$ cat src/rtl/lsq_dcache.sv
// lsq_dcache: blocking, direct-mapped, write-through, no-write-allocate L1 data cache.
// Load hit/miss counters are built only when LSQ_DCACHE_PERF_EN is defined.
module lsq_dcache #(
  parameter int NUM_SETS   = 16,
  parameter int LINE_WORDS = 4
) (
  input  logic        clk,
  input  logic        rst,
  input  logic        flush,
  input  logic [31:0] dcache_addr,
  input  logic [3:0]  dcache_rmask,
  input  logic [3:0]  dcache_wmask,
  input  logic [31:0] dcache_wdata,
  output logic [31:0] dcache_rdata,
  output logic        dcache_resp,
  output logic [31:0] mem_addr,
  output logic        mem_read,
  output logic        mem_write,
  output logic [31:0] mem_wdata,
  output logic [3:0]  mem_wmask,
  input  logic        mem_ready,
  input  logic [31:0] mem_rdata,
  input  logic        mem_rvalid,
  output logic [31:0] perf_load_hit,
  output logic [31:0] perf_load_miss
);

  localparam int WB    = $clog2(LINE_WORDS);
  localparam int IB    = $clog2(NUM_SETS);
  localparam int TAG_W = 32 - 2 - WB - IB;

  typedef enum logic [2:0] {
    S_IDLE,
    S_LOOKUP,
    S_REFILL_REQ,
    S_REFILL_DATA,
    S_RESP,
    S_WRITE_REQ,
    S_WDONE
  } state_t;

  state_t              state_q;
  logic                drop_q;
  logic [WB-1:0]       cnt_q;
  logic [NUM_SETS-1:0] valid_q;
  logic [TAG_W-1:0]    tag_q  [NUM_SETS];
  logic [31:0]         data_q [NUM_SETS][LINE_WORDS];

  logic [31:2]         addr_q;
  logic                is_load_q;
  logic [3:0]          wmask_q;
  logic [31:0]         wdata_q;

  logic [WB-1:0]       word_sel;
  logic [IB-1:0]       set_idx;
  logic [TAG_W-1:0]    req_tag;
  logic [31:0]         sel_word;
  logic                hit;
  logic                req_valid;
  logic                accept;
  logic                going_idle;
  logic                resp_raw;
  logic                unused_addr_lsb;

  // Byte-lane merge of store data into an existing word.
  function automatic logic [31:0] merge_bytes(input logic [31:0] old_w,
                                              input logic [31:0] new_w,
                                              input logic [3:0]  mask);
    logic [31:0] r;
    r = old_w;
    for (int i = 0; i < 4; i++) begin
      if (mask[i]) r[8*i +: 8] = new_w[8*i +: 8];
    end
    return r;
  endfunction

  assign unused_addr_lsb = ^dcache_addr[1:0];

  assign word_sel  = addr_q[2 +: WB];
  assign set_idx   = addr_q[2+WB +: IB];
  assign req_tag   = addr_q[31 -: TAG_W];
  assign sel_word  = data_q[set_idx][word_sel];
  assign hit       = valid_q[set_idx] && (tag_q[set_idx] == req_tag);
  assign req_valid = (|dcache_rmask) || (|dcache_wmask);
  assign accept    = (state_q == S_IDLE) && req_valid && !flush;

  assign going_idle = (state_q == S_LOOKUP && is_load_q && hit) ||
                      (state_q == S_RESP) || (state_q == S_WDONE);

  // Control: state, drop flag, beat counter, valid bits
  always_ff @(posedge clk or posedge rst) begin
    if (rst) begin
      state_q <= S_IDLE;
      drop_q  <= 1'b0;
      cnt_q   <= '0;
      valid_q <= '0;
    end else begin
      if (going_idle) drop_q <= 1'b0;
      else if (state_q != S_IDLE && flush) drop_q <= 1'b1;

      case (state_q)
        S_IDLE: begin
          if (accept) state_q <= S_LOOKUP;
        end
        S_LOOKUP: begin
          if (!is_load_q) state_q <= S_WRITE_REQ;
          else if (hit)   state_q <= S_IDLE;
          else            state_q <= S_REFILL_REQ;
        end
        S_REFILL_REQ: begin
          if (mem_ready) begin
            state_q <= S_REFILL_DATA;
            cnt_q   <= '0;
          end
        end
        S_REFILL_DATA: begin
          if (mem_rvalid) begin
            cnt_q <= cnt_q + WB'(1);
            if (&cnt_q) begin
              valid_q[set_idx] <= 1'b1;
              state_q          <= S_RESP;
            end
          end
        end
        S_WRITE_REQ: begin
          if (mem_ready) state_q <= S_WDONE;
        end
        S_RESP, S_WDONE: state_q <= S_IDLE;
        default:         state_q <= S_IDLE;
      endcase
    end
  end

  // Datapath: request latch, tag and data arrays (not reset)
  always_ff @(posedge clk) begin
    if (accept) begin
      addr_q    <= dcache_addr[31:2];
      is_load_q <= |dcache_rmask;
      wmask_q   <= dcache_wmask;
      wdata_q   <= dcache_wdata;
    end
    if (state_q == S_LOOKUP && !is_load_q && hit) begin
      data_q[set_idx][word_sel] <= merge_bytes(sel_word, wdata_q, wmask_q);
    end
    if (state_q == S_REFILL_DATA && mem_rvalid) begin
      data_q[set_idx][cnt_q] <= mem_rdata;
      if (&cnt_q) tag_q[set_idx] <= req_tag;
    end
  end

  // Outputs decode from state; a pending drop (or a live flush) masks the response.
  always_comb begin
    resp_raw     = (state_q == S_LOOKUP && is_load_q && hit) ||
                   (state_q == S_RESP) || (state_q == S_WDONE);
    dcache_resp  = resp_raw && !drop_q && !flush;
    dcache_rdata = (dcache_resp && is_load_q) ? sel_word : '0;
    mem_read     = (state_q == S_REFILL_REQ);
    mem_write    = (state_q == S_WRITE_REQ);
    mem_addr     = '0;
    mem_wdata    = '0;
    mem_wmask    = '0;
    if (state_q == S_REFILL_REQ) begin
      mem_addr = {addr_q[31:2+WB], {(2+WB){1'b0}}};
    end
    if (state_q == S_WRITE_REQ) begin
      mem_addr  = {addr_q, 2'b00};
      mem_wdata = wdata_q;
      mem_wmask = wmask_q;
    end
  end

`ifdef LSQ_DCACHE_PERF_EN
  logic [31:0] hit_cnt_q;
  logic [31:0] miss_cnt_q;

  always_ff @(posedge clk or posedge rst) begin
    if (rst) begin
      hit_cnt_q  <= '0;
      miss_cnt_q <= '0;
    end else if (state_q == S_LOOKUP && is_load_q) begin
      if (hit) hit_cnt_q  <= hit_cnt_q + 32'd1;
      else     miss_cnt_q <= miss_cnt_q + 32'd1;
    end
  end

  assign perf_load_hit  = hit_cnt_q;
  assign perf_load_miss = miss_cnt_q;
`else
  assign perf_load_hit  = '0;
  assign perf_load_miss = '0;
`endif

endmodule

$ cat config.mk
export PLATFORM = sky130hd
export DESIGN_NAME = lsq_dcache
export DESIGN_NICKNAME = d
export VERILOG_FILES = /design/src/rtl/lsq_dcache.sv
export SDC_FILE = /design/constraint.sdc
export NUM_CORES = 2
export LEC_CHECK = 0
export CAP_MARGIN = 20
export CORE_UTILIZATION = 55
export CTS_CLUSTER_DIAMETER = 50
export CTS_CLUSTER_SIZE = 8
export DETAILED_ROUTE_END_ITERATION = 16
export MAX_ROUTING_LAYER = met4
export PLACE_DENSITY = 0.81
export SKIP_CTS_REPAIR_TIMING = 1
export SYNTH_ARGS = -nofsm -noshare
export SYNTH_HDL_FRONTEND = slang
export SYNTH_SLANG_ARGS = --single-unit
export TNS_END_PERCENT = 5
$ cat constraint.sdc
create_clock -name clk -period 11.25 [get_ports clk]
set_input_delay 2.25 -clock clk [delete_from_list [all_inputs] [get_ports clk]]
set_output_delay 2.25 -clock clk [all_outputs]
set_load 0.02 [all_outputs]
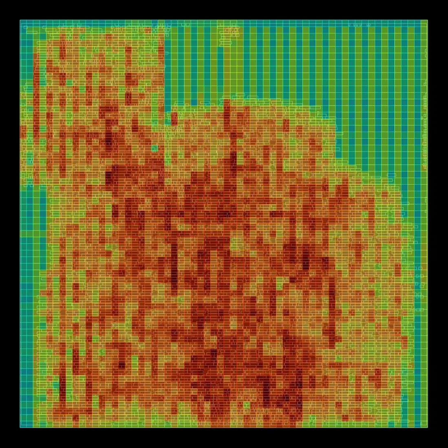
**Above:** congestion heat map.
gr busiest metal: met2
met2 Use GR: 49.7%
grt met3 use: 8.04%
Overall Global Routing Usage: 32.1%

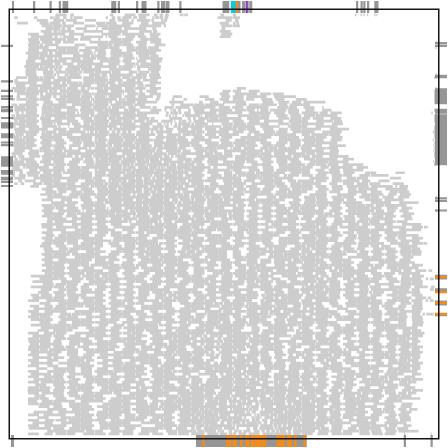
**Above:** pin map.
(1 px per micron) Pins as bars across the die edge, other pins in gray.
Purple marks `mem_ready`, pins 1, direction input, edge north. Cyan marks `dcache_rmask`, pins 4, direction input, edge north. Orange marks `mem_wdata`, pins 32, direction output, edge 27 south, 4 east, 1 north.
All pins by edge: 123 south, 69 east, 52 north, 32 west.
IO Port Bufs: 207
die height: 428 microns
die width: 428 microns

==> results.yml <==
# physical design summary
global_route:
  antenna_found_initial: 38
  grt_use_met1_pct: 38.5
  grt_pass1_wl_microns: 396000
  grt_pass1_vias: 52700
  grt_overflow: 0
  grt_start_max_net_pins: 113
routing:
  wl_microns: 286000
  avgRoutedWirePerCell_microns: 39.7
  wl_met3_microns: 37000
  remaining_drc_errors: 0
  drtAntennaViolNets: 0
  via_count: 51700
  drt-initial-drc-count: 8973
  drt-met1-wl_microns: 91600
  highest_layer: "met4"
  via_per_inst: 7.17
logic_synthesis:
  largest_area_cell: "edfxtp_1"
  netlist_area_sq_um: 99800
  synthXorXnorAreaFrac_pct: 0.211
  synth_cells: 4310
  yosysWarnings: 0
  edf_count: 2499
  aoi_share_pct: 1.46
  top_logic_kind: "multiplexers"
  yosysCellCount: 4310
  yosys-stat-area_sq_um: 99800
  syn_avg_cell_area_sq_um: 23.2
  ys_top_cells_by_area: "edfxtp_1 (75%), mux4_2 (17%), mux2_2 (2.0%)"
  adder_share_pct: 0.0502
  synthArstFlopShare_pct: 0.871
  ys_top_cells_by_count: "edfxtp_1 (2499), mux4_2 (739), mux2_2 (175)"
  netlist.area_leader.share_pct: 75.2
  ys_seq_share_pct: 75.8
power:
  intPower_w: 0.0194
  p_switching_w: 0.00749
  netSwitchingFraction_pct: 27.9
  p_comb_w: 0.00533
  peakVddDrop_mv: 0.200
  leakagePower_nw: 36.0
  seqPwrFrac_pct: 43.8
  power-top-group: "registers"
  total_power_w: 0.0269
  p_clk_share_pct: 36.4
  p_clk_w: 0.00978
critical_path:
  worstSetupPathType: "reg -> out"
  cp_max_fo: 82
  cp-endpoint: "dcache_rdata[11]"
  crit_required_ns: 9.00
  cp-end-kind: "output pin"
  critical_path.top_delay_family: "simple AND/OR/NAND/NOR gates"
  crit_path_cell_trace: "buf_12 > nand2b_1 > o22ai_1 > or4_1 > nand2_1 > nand4_1 > a2111oi_4 > nand4_4 > a21oi_2 > clkdlybuf4s50_1"
  critPathSlowestCell: "nand4_4"
  critical_path_buf_inv_count: 2
  r2r_end: "data_q[1][98]"
  rr_worst_depth: 8
  start_kind: "register"
  worstPathArrival_ns: 7.04
clocking:
  clk-insertion-delay-late_ns: 0.99
  cts_sinks: 2525
  htree_levels: 5
  clockBufferDepth: 4
  cts_buffers: 369
  cts.clk_slew.worst_paths_ns: 0.05
sta:
  slew_viol_final: 0
  rsz0062_at_grt: "false"
  final.setup_skew_ns: 0.121
  min_period_ns: 9.29
  finalWorstSetupSlack_ns: 1.96
  min_period_over_period_pct: 82.6
  setup_violations: 0
  worst_slew_margin_rel_pct: 16.5
cells_and_area:
  num_antenna_cells: 32
  buffers: 320
  layout_top_cell: "edfxtp_1"
  n_sequential_cell: 2525
  final-clk-cell-share_pct: 8.45
  drive_gt1_share_pct: 32.2
  buf_share_pct: 2.70
  top_register: "data_q"
  layout.cells.non_filler: 7215
hold_path:
  hold_start: "valid_q[11]"
  hold_end: "valid_q[11]"
  hold_depth: 1
placed_design:
  dp.cells: 6740
  gp_congestion: 0.864
run_status:
  outcome: "complete, no violations"
floorplanning:
  core_area_sq_um: 179000
  fp_util_pct: 55.6
  die_area_sq_um: 183000
flow_run:
  drv_cap: 0
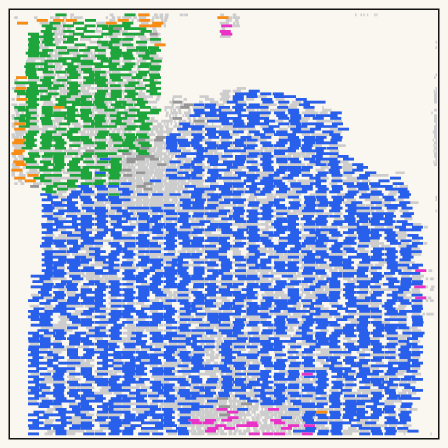
**Above:** where the registers sit.
(1 px per micron) Other sequential cells in the stronger gray, the rest of the logic in the fainter gray.
Magenta marks `wdata_q`, placed flops 32. Blue marks `data_q`, placed flops 2048. Green marks `tag_q`, placed flops 384, where north-west. Orange marks `addr_q`, placed flops 30.
Another 31 sequential cells are not colored.
Reg area: 75700 sq um
flop share of the area: 65.7%
Final Util: 64.2%
sequential logic power: 0.0118 W

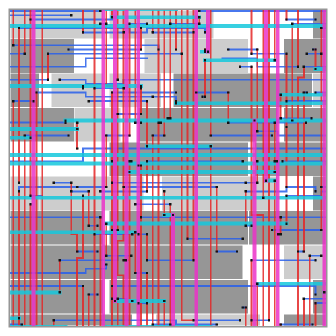
**Above:** zoomed window.
Region (201, 116) to (226, 141) microns. Cells in gray, sequential cells in the stronger gray; small squares are vias.
Cyan marks M3. Blue marks M1. Red marks M2. Magenta marks M4.
Netlist names of flops here include `data_q` (11). 19 logic cells have their middle in the window. Sequential cells in the window: 11. Most frequent: edfxtp_1 (11), mux4_2 (3).

No activity file was given, so power comes from the tool's default toggle rates.
